==> src/rtl/hazard_controller.sv <==
// Pipeline hazard/stall sequencer: load-use, taken-branch and multi-cycle memory waits with timeout.
// Optional performance counters are built when HAZARD_PERF_EN is defined.
module hazard_controller #(
    parameter int unsigned MEM_TIMEOUT = 255
) (
    input  logic        clk_i,
    input  logic        rst_n_i,
    input  logic [4:0]  id_rs1_i,
    input  logic [4:0]  id_rs2_i,
    input  logic        id_use_rs1_i,
    input  logic        id_use_rs2_i,
    input  logic [4:0]  ex_rd_i,
    input  logic        ex_reg_write_i,
    input  logic        ex_mem_read_i,
    input  logic        ex_branch_taken_i,
    input  logic        mem_access_i,
    input  logic        mem_ready_i,
    output logic        pc_write_o,
    output logic        if_id_write_o,
    output logic        id_ex_write_o,
    output logic        ex_mem_write_o,
    output logic        if_id_flush_o,
    output logic        id_ex_flush_o,
    output logic        mem_wb_bubble_o,
    output logic        mem_timeout_o,
    output logic [31:0] stall_cycles_o,
    output logic [31:0] flush_count_o
);

    localparam logic [15:0] TIMEOUT_C    = 16'(MEM_TIMEOUT);
    localparam logic [15:0] TIMEOUT_M1_C = 16'(MEM_TIMEOUT - 1);

    typedef enum logic {
        ST_RUN      = 1'b0,
        ST_MEM_WAIT = 1'b1
    } state_t;

    state_t      state_q;
    logic [15:0] wait_cnt_q;
    logic        mem_timeout_q;

    logic load_use;
    logic mem_stall;

    assign load_use = ex_mem_read_i & ex_reg_write_i & (ex_rd_i != 5'd0) &
                      ((id_use_rs1_i & (id_rs1_i == ex_rd_i)) |
                       (id_use_rs2_i & (id_rs2_i == ex_rd_i)));
    assign mem_stall = mem_access_i & ~mem_ready_i;

    // Control is purely combinational so stalls and flushes hit the same-cycle edge.
    always_comb begin
        pc_write_o      = 1'b1;
        if_id_write_o   = 1'b1;
        id_ex_write_o   = 1'b1;
        ex_mem_write_o  = 1'b1;
        if_id_flush_o   = 1'b0;
        id_ex_flush_o   = 1'b0;
        mem_wb_bubble_o = 1'b0;
        if (!rst_n_i) begin
            pc_write_o     = 1'b0;
            if_id_write_o  = 1'b0;
            id_ex_write_o  = 1'b0;
            ex_mem_write_o = 1'b0;
        end else if (mem_stall) begin
            pc_write_o      = 1'b0;
            if_id_write_o   = 1'b0;
            id_ex_write_o   = 1'b0;
            ex_mem_write_o  = 1'b0;
            mem_wb_bubble_o = 1'b1;
        end else if (ex_branch_taken_i) begin
            if_id_flush_o = 1'b1;
            id_ex_flush_o = 1'b1;
        end else if (load_use) begin
            pc_write_o    = 1'b0;
            if_id_write_o = 1'b0;
            id_ex_flush_o = 1'b1;
        end
    end

    always_ff @(posedge clk_i or negedge rst_n_i) begin
        if (!rst_n_i) begin
            state_q       <= ST_RUN;
            wait_cnt_q    <= 16'd0;
            mem_timeout_q <= 1'b0;
        end else begin
            case (state_q)
                ST_RUN: begin
                    wait_cnt_q <= 16'd0;
                    if (mem_stall) state_q <= ST_MEM_WAIT;
                end
                ST_MEM_WAIT: begin
                    if (mem_stall) begin
                        if (wait_cnt_q == TIMEOUT_M1_C) mem_timeout_q <= 1'b1;
                        if (wait_cnt_q != TIMEOUT_C) wait_cnt_q <= wait_cnt_q + 16'd1;
                    end else begin
                        state_q    <= ST_RUN;
                        wait_cnt_q <= 16'd0;
                    end
                end
                default: begin
                    state_q    <= ST_RUN;
                    wait_cnt_q <= 16'd0;
                end
            endcase
        end
    end

    assign mem_timeout_o = mem_timeout_q;

`ifdef HAZARD_PERF_EN
    logic [31:0] stall_cycles_q;
    logic [31:0] flush_count_q;

    always_ff @(posedge clk_i or negedge rst_n_i) begin
        if (!rst_n_i) begin
            stall_cycles_q <= 32'd0;
            flush_count_q  <= 32'd0;
        end else begin
            if (!pc_write_o)   stall_cycles_q <= stall_cycles_q + 32'd1;
            if (if_id_flush_o) flush_count_q  <= flush_count_q + 32'd1;
        end
    end

    assign stall_cycles_o = stall_cycles_q;
    assign flush_count_o  = flush_count_q;
`else
    assign stall_cycles_o = 32'd0;
    assign flush_count_o  = 32'd0;
`endif

endmodule
==> config.mk <==
export PLATFORM = sky130hd
export DESIGN_NAME = hazard_controller
export DESIGN_NICKNAME = d
export VERILOG_FILES = /design/src/rtl/hazard_controller.sv
export SDC_FILE = /design/constraint.sdc
export NUM_CORES = 1
export LEC_CHECK = 0
export CAP_MARGIN = 20
export CORE_AREA = 5 5 65 90
export DETAILED_ROUTE_END_ITERATION = 16
export DIE_AREA = 0 0 70 95
export PLACE_DENSITY = 0.71
export SLEW_MARGIN = 20
export SYNTH_ARGS = -nofsm -noshare
export SYNTH_HDL_FRONTEND = slang
export SYNTH_SLANG_ARGS = --single-unit
==> constraint.sdc <==
create_clock -name clk_i -period 1.7 [get_ports clk_i]
set_clock_uncertainty 0.15 [all_clocks]
set_input_delay 0.17 -clock clk_i [delete_from_list [all_inputs] [get_ports clk_i]]
set_output_delay 0.17 -clock clk_i [all_outputs]
set_load 0.01 [all_outputs]
### Placed standard cells

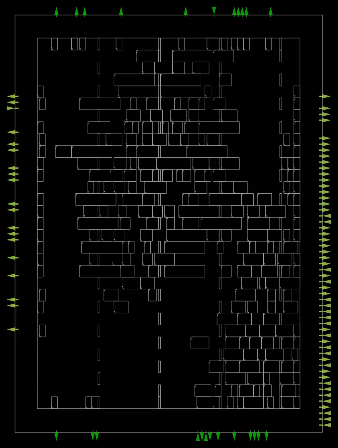
CORE AREA: 0.00504 mm²
non-filler instance count after layout: 314
Tap Count: 66

### Signal wires on met3

(4 px per µm)
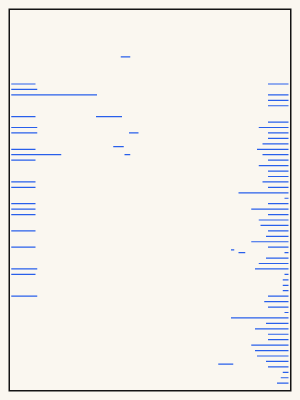
The longest straight run is 21.2 µm. The layer carries 434 µm of wire.

### Placed cells, one colour a class

(3 px per µm)
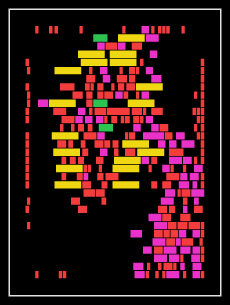
combinational and other logic: marked red, cells 166, share of their area 49%. other buffers and delay cells: marked magenta, cells 61, share of their area 27%. flops: marked yellow, cells 18, share of their area 22%. clock drivers: marked green, cells 3, share of their area 2.1%.
final cell utilization of the core: 41.5%
final instance area: 0.00209 mm²
share of cell area taken by flip-flops and latches: 21.5%
row count: 31

==> reports/results.tsv <==
metric	value	unit
failing checks	negative setup slack	
power per cell area	452	mW/mm²
hold violation total from the final report	0	
number of cell instances on the worst register-to-register path	5	
overall routed net length	3770	µm
# clk buffers	3	
Hold Path End	state_q	
count of antenna-violating nets left after detailed routing	0	
final setup violation count	9	
final critical delay including setup and external delays	1860	ps
Syn-to-layout area delta	29.4	%
chip footprint	0.00665	mm²
largest area contributor in the synthesized netlist	sky130_fd_sc_hd__buf_4	
Post CTS Setup Buffer Count	2	
largest reg by FF count	wait_cnt_q	
Post-CTS Resized	35	
signal buffers share of area	25.9	%
Setup WS post-layout	-158	ps
share of flip-flops with an asynchronous set or reset after synthesis	100	%
count of unresolved DRC violations after routing	0	
primary flip-flop cell chosen by synthesis mapping	sky130_fd_sc_hd__dfrtp_1	
Final Total Pwr	0.946	mW
cell area after technology mapping	0.00162	mm²
max capacitance violation total	0	
instance count of the mapped netlist	191	
mux share	1.24	%
kind of capture point of the worst setup path	register	
area share of the largest cell type after synthesis	30.6	%
post-synthesis cell type with the largest instance count	sky130_fd_sc_hd__buf_4	
cell types with the highest counts after synthesis	sky130_fd_sc_hd__buf_4, sky130_fd_sc_hd__dfrtp_1, sky130_fd_sc_hd__nand2_1	
result of the run	finished with violations	
root buffer cell	sky130_fd_sc_hd__clkbuf_8	
Static Leak	1.14	nW
aggregate negative setup slack	-1230	ps
maximum number of pins on one net before global-route repair	17	
placed instance count	305	
worst hold path type	in -> reg	
number of cells in the yosys synthesis report	191	
Global Route Usage Sum	10.4	%
commonest non-fill, non-tap cell in the layout	sky130_fd_sc_hd__conb_1	
multi-input combinational area share	46.1	%
category of the most critical setup path	reg -> reg	
multi-input combinational gate total	163	
==> critical path, stage by stage, from the launching register on <==
cell and delay [ps]:
sky130_fd_sc_hd__dfrtp_1 380, sky130_fd_sc_hd__or4_4 560, sky130_fd_sc_hd__nor4_4 260, sky130_fd_sc_hd__buf_4 210, sky130_fd_sc_hd__nor2b_4 150, sky130_fd_sc_hd__a211oi_2 40
==> per-layer routing <==
layer | GRT usage (%) | share of wire (%)
met1 | 11.3 | 36
met2 | 20.0 | 51
met3 | 2.45 | 11
met4 | 2.88 | 1.5
met5 | 0 | 0
==> power breakdown <==
| part | total, mW | switching [mW] | internal [mW] |
|---|---|---|---|
| clock | 0.288 | 0.131 | 0.157 |
| combinational | 0.227 | 0.133 | 0.0938 |
| sequential | 0.431 | 0.000957 | 0.430 |
No activity file was given, so power comes from the tool's default toggle rates.
